`config.mk`:
```
export PLATFORM = sky130hd
export DESIGN_NAME = wbf_weight_buffer
export DESIGN_NICKNAME = d
export VERILOG_FILES = /design/src/rtl/wbf_pkg.sv /design/src/rtl/wbf_sram.sv /design/src/rtl/wbf_weight_buffer.sv
export SDC_FILE = /design/constraint.sdc
export NUM_CORES = 2
export LEC_CHECK = 0
export CAP_MARGIN = 0
export CORE_MARGIN = 2
export CORE_UTILIZATION = 40
export DETAILED_ROUTE_END_ITERATION = 16
export SYNTH_ARGS = -nofsm -noshare
export SYNTH_HDL_FRONTEND = slang
export SYNTH_SLANG_ARGS = --single-unit
```
`constraint.sdc`:
```
create_clock -name clk -period 3.3 [get_ports clk]
set_input_delay 0.66 -clock clk [delete_from_list [all_inputs] [get_ports clk]]
set_output_delay 0.66 -clock clk [all_outputs]
set_load 0.01 [all_outputs]
```
`src/rtl/wbf_pkg.sv`:
```
// Shared types and sizing for the weight buffer: FSM states, address/count widths, skid depth.
package wbf_pkg;

   localparam int WBF_DATA_WIDTH = 8;
   localparam int WBF_ADDR_WIDTH = 8;
   localparam int WBF_DEPTH      = 2 ** WBF_ADDR_WIDTH;
   localparam int WBF_NUM_WIDTH  = WBF_ADDR_WIDTH + 1;

   localparam int SKID_DEPTH     = 2;
   localparam int SKID_CNT_WIDTH = $clog2(SKID_DEPTH + 1);
   localparam int SKID_PTR_WIDTH = $clog2(SKID_DEPTH);

   typedef enum logic [1:0] {
      ST_IDLE,
      ST_FILL,
      ST_SERVE,
      ST_DRAIN
   } wbf_state_e;

endpackage

```
`src/rtl/wbf_sram.sv`:
```
// Behavioural single-port RAM, 1-cycle registered read; stands in for the foundry macro.
module wbf_sram
   import wbf_pkg::*;
#(
   parameter int DW = WBF_DATA_WIDTH,
   parameter int AW = WBF_ADDR_WIDTH
) (
   input  logic          clk,
   input  logic          we_i,
   input  logic          re_i,
   input  logic [AW-1:0] addr_i,
   input  logic [DW-1:0] wdata_i,
   output logic [DW-1:0] rdata_o
);

   logic [DW-1:0] mem_q [2**AW];
   logic [DW-1:0] rdata_q;

   always_ff @(posedge clk) begin
      if (we_i) begin
         mem_q[addr_i] <= wdata_i;
      end
      if (re_i) begin
         rdata_q <= mem_q[addr_i];
      end
   end

   assign rdata_o = rdata_q;

endmodule

```
`src/rtl/wbf_weight_buffer.sv`:
```
// Weight buffer: filled once per layer, then serves in-order reads; data visible 1 cycle after address.
// At most 2 reads outstanding (in flight + skid); AdrRdy drops when the skid cannot absorb another beat.
module wbf_weight_buffer
   import wbf_pkg::*;
#(
   parameter int DATA_WIDTH     = WBF_DATA_WIDTH,
   parameter int WEI_ADDR_WIDTH = WBF_ADDR_WIDTH
) (
   input  logic                      clk,
   input  logic                      rst_n,
   input  logic                      TOPWBF_CfgVld,
   input  logic [WEI_ADDR_WIDTH:0]   TOPWBF_CfgNum,
   output logic                      WBFTOP_CfgRdy,
   input  logic                      TOPWBF_DatVld,
   input  logic [DATA_WIDTH-1:0]     TOPWBF_Dat,
   output logic                      WBFTOP_DatRdy,
   input  logic                      WCAWBF_AdrVld,
   input  logic [WEI_ADDR_WIDTH-1:0] WCAWBF_Adr,
   output logic                      WBFWCA_AdrRdy,
   output logic                      WBFWCA_DatVld,
   output logic [DATA_WIDTH-1:0]     WBFWCA_Dat,
   input  logic                      WCAWBF_DatRdy,
   output logic                      WBFTOP_Err
);

   localparam int NW = WEI_ADDR_WIDTH + 1;

   wbf_state_e                state_q, state_d;
   logic [NW-1:0]             num_q, num_d;
   logic [WEI_ADDR_WIDTH-1:0] wr_ptr_q, wr_ptr_d;
   logic                      inflight_q, oor_q, err_q, err_d;
   logic [DATA_WIDTH-1:0]     skid_q [SKID_DEPTH];
   logic [SKID_PTR_WIDTH-1:0] skid_wp_q, skid_rp_q;
   logic [SKID_CNT_WIDTH-1:0] skid_cnt_q, skid_cnt_d;

   logic                      fill_hs, adr_hs, oor_now, last_fill;
   logic                      skid_empty, skid_push, skid_pop;
   logic [SKID_CNT_WIDTH:0]   occupancy;
   logic [DATA_WIDTH-1:0]     sram_rdata, rd_beat;
   logic [WEI_ADDR_WIDTH-1:0] sram_addr;

   assign fill_hs   = TOPWBF_DatVld & WBFTOP_DatRdy;
   assign adr_hs    = WCAWBF_AdrVld & WBFWCA_AdrRdy;
   assign oor_now   = {1'b0, WCAWBF_Adr} >= num_q;
   assign last_fill = {1'b0, wr_ptr_q} == (num_q - NW'(1));

   // Out-of-range reads still occupy a slot so ordering is preserved; their beat is forced to zero.
   assign rd_beat    = oor_q ? '0 : sram_rdata;
   assign skid_empty = (skid_cnt_q == '0);
   assign skid_pop   = !skid_empty & WCAWBF_DatRdy;
   assign skid_push  = inflight_q & !(skid_empty & WCAWBF_DatRdy);
   assign occupancy  = {1'b0, skid_cnt_q} + {{SKID_CNT_WIDTH{1'b0}}, inflight_q};

   assign WBFTOP_CfgRdy = (state_q == ST_IDLE) & ~rst_n;
   assign WBFTOP_DatRdy = (state_q == ST_FILL);
   assign WBFWCA_AdrRdy = (state_q == ST_SERVE) &
                          (occupancy < (SKID_CNT_WIDTH + 1)'(SKID_DEPTH));
   assign WBFWCA_DatVld = !skid_empty | inflight_q;
   assign WBFWCA_Dat    = !skid_empty ? skid_q[skid_rp_q] : (inflight_q ? rd_beat : '0);
   assign WBFTOP_Err    = err_q;

   assign sram_addr = (state_q == ST_FILL) ? wr_ptr_q : WCAWBF_Adr;

   wbf_sram #(
      .DW (DATA_WIDTH),
      .AW (WEI_ADDR_WIDTH)
   ) u_sram (
      .clk     (clk),
      .we_i    (fill_hs),
      .re_i    (adr_hs),
      .addr_i  (sram_addr),
      .wdata_i (TOPWBF_Dat),
      .rdata_o (sram_rdata)
   );

   always_comb begin
      state_d  = state_q;
      num_d    = num_q;
      wr_ptr_d = wr_ptr_q;
      case (state_q)
         ST_IDLE: begin
            if (TOPWBF_CfgVld) begin
               state_d  = ST_FILL;
               num_d    = (TOPWBF_CfgNum == '0) ? {1'b1, {WEI_ADDR_WIDTH{1'b0}}} : TOPWBF_CfgNum;
               wr_ptr_d = '0;
            end
         end
         ST_FILL: begin
            if (fill_hs) begin
               if (last_fill) begin
                  state_d = ST_SERVE;
               end else begin
                  wr_ptr_d = wr_ptr_q + WEI_ADDR_WIDTH'(1);
               end
            end
         end
         ST_SERVE: begin
            if (TOPWBF_CfgVld) begin
               state_d = ST_DRAIN;
            end
         end
         ST_DRAIN: begin
            if (!inflight_q && skid_empty) begin
               state_d = ST_IDLE;
            end
         end
         default: state_d = ST_IDLE;
      endcase
   end

   always_comb begin
      err_d = err_q | (adr_hs & oor_now);
      if (state_q == ST_IDLE) begin
         err_d = 1'b0;
      end
   end

   always_comb begin
      skid_cnt_d = skid_cnt_q;
      if (skid_push && !skid_pop) begin
         skid_cnt_d = skid_cnt_q + SKID_CNT_WIDTH'(1);
      end else if (!skid_push && skid_pop) begin
         skid_cnt_d = skid_cnt_q - SKID_CNT_WIDTH'(1);
      end
   end

   always_ff @(posedge clk or posedge rst_n) begin
      if (rst_n) begin
         state_q    <= ST_IDLE;
         num_q      <= '0;
         wr_ptr_q   <= '0;
         inflight_q <= 1'b0;
         oor_q      <= 1'b0;
         err_q      <= 1'b0;
         skid_cnt_q <= '0;
         skid_wp_q  <= '0;
         skid_rp_q  <= '0;
      end else begin
         state_q    <= state_d;
         num_q      <= num_d;
         wr_ptr_q   <= wr_ptr_d;
         inflight_q <= adr_hs;
         oor_q      <= adr_hs & oor_now;
         err_q      <= err_d;
         skid_cnt_q <= skid_cnt_d;
         if (skid_push) begin
            skid_wp_q <= skid_wp_q + SKID_PTR_WIDTH'(1);
         end
         if (skid_pop) begin
            skid_rp_q <= skid_rp_q + SKID_PTR_WIDTH'(1);
         end
      end
   end

   always_ff @(posedge clk) begin
      if (skid_push) begin
         skid_q[skid_wp_q] <= rd_beat;
      end
   end

endmodule

```
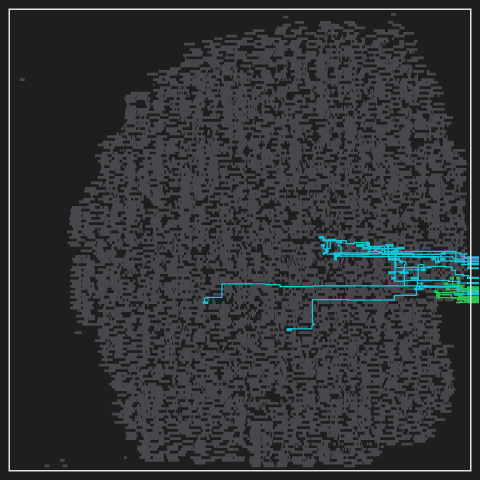
Figure 1: nets reached from selected ports.
Scale: 1 px per um.
[cyan] `WCAWBF_Adr` | direction: input | edge: right | end cells: 41 | buffers: 19 | wire: 1770 um
[green] `TOPWBF_CfgNum` | direction: input | edge: right | end cells: 11 | buffers: 9 | wire: 292 um
[purple] `WCAWBF_AdrVld` | direction: input | edge: right | end cells: 1 | buffers: 1 | wire: 13.7 um

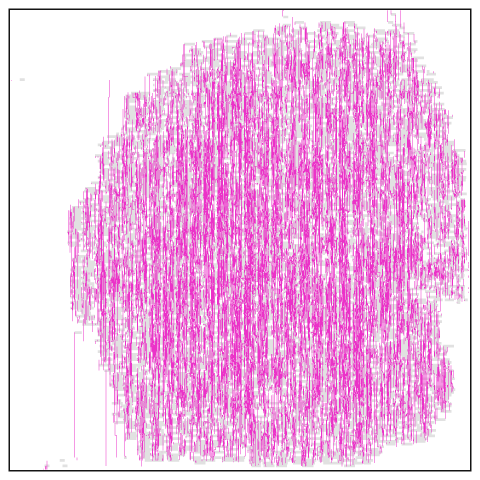
Figure 2: metal 2.
Scale: 1 px per um. Cells faint in the background.
longest straight run: 154 um
share of all routed wire: 46%

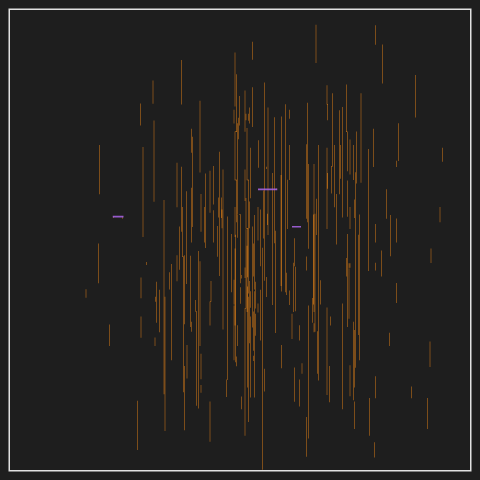
Figure 3: metal layers overlaid.
Scale: 1 px per um. Two of the layers only.
[purple] M5 | wire length: 34.0 um
[orange] M4 | wire length: 11600 um

==> results.yml <==
# synthesis and place-and-route metrics
status:
  run_status: "finished with violations"
  violations: "negative setup slack"
setup_path:
  worst-endpoint-required_ns: 3.91
  timing.critical_path.buf_inv: 5
  critPathArrivalTime_ns: 4.24
  critical-path-top-cell-by-count: "sky130_fd_sc_hd__buf_12"
  timing.critical_path.depth: 12
  critPathKind: "reg -> reg"
  rr_endpoint: "u_sram.rdata_o[6]"
  r2r_setup_slack_ns: -0.33
finish:
  comb-cell-share: 0.1893
  non_clock_buffer_area_share: 0.1058
  multiInputCombCellCount: 2866
  nonclk_buf_count: 1171
  largest_register: "u_sram.mem_q"
  clock_cell_area_share: 0.06160
  seqAreaFraction: 0.6098
  stdcell_count: 9242
  largest_register_ffs: 2048
sta:
  max_slew_vio_count: 0
  setup_viol: 8
  timing.final.ws_setup_ns: -0.3316
  period_minus_slack_ns: 3.632
  max_slew.worst_pin.slew_ns: 1.131
  skew_ns: 0.04420
synth:
  synth.avg_cell_area_um2: 15.70
  fraction_of_post_synthesis_cell_area_in_the_top_cell_type_by_area: 0.7485
  postSynthRegisterBits: 2098
  postSynth.topFlopCell: "sky130_fd_sc_hd__edfxtp_1"
detailed_routing:
  route.detailed.vias_per_inst: 5.803
  detail_route_antenna_nets: 0
  post-route-drc-count: 0
  detail_route.wirelength_mm: 270.8
power:
  clock_power_share: 0.303
  power.ir.vdd_worst_uv: 816.3
  power.sequential.fraction: 0.401
  p_per_area_nw_per_um2: 717.6
  leakage_nw: 35.50
  netSwitchingPower_mw: 23.55
floorplanning:
  core-area_um2: 206900
  core.rowCount: 167
  pin_count: 44
  floorplan.core_util: 0.4019
  tapcell.inserted: 2704
clocking:
  cts.sink_count: 2098
  clk_transition_reported_paths_ns: 0.06
flow_run:
  max_cap_violations: 0
  warnings: 39
global_route:
  grt_first_pass_wirelength_mm: 384.0
[routing by layer]
layer | track usage | up-vias | part of all wire
li1 | - | 22616 | -
met3 | 0.05460 | 500 | 0.11
met5 | 0 | - | 0.00013
met2 | 0.3930 | 3210 | 0.46
met1 | 0.3535 | 27299 | 0.39
met4 | 0.09519 | 6 | 0.043
[cell families (layout without fill, tap and decap cells)]
| family | after synthesis | count (layout) | synth area share |
|---|---|---|---|
| compound gates | 415 | 415 | 0.03647 |
| xor+xnor | 15 | 15 | 0.001580 |
| fa+ha+maj | 14 | 14 | 0.002107 |
| buf+inv | 334 | 1572 | 0.02012 |
| flops | 2098 | 2098 | 0.7563 |
| mux | 358 | 360 | 0.07574 |
| other cells | 0 | 2 | 0 |
| simple gates | 2062 | 2062 | 0.1077 |
Power is estimated from default activity; no workload was simulated.
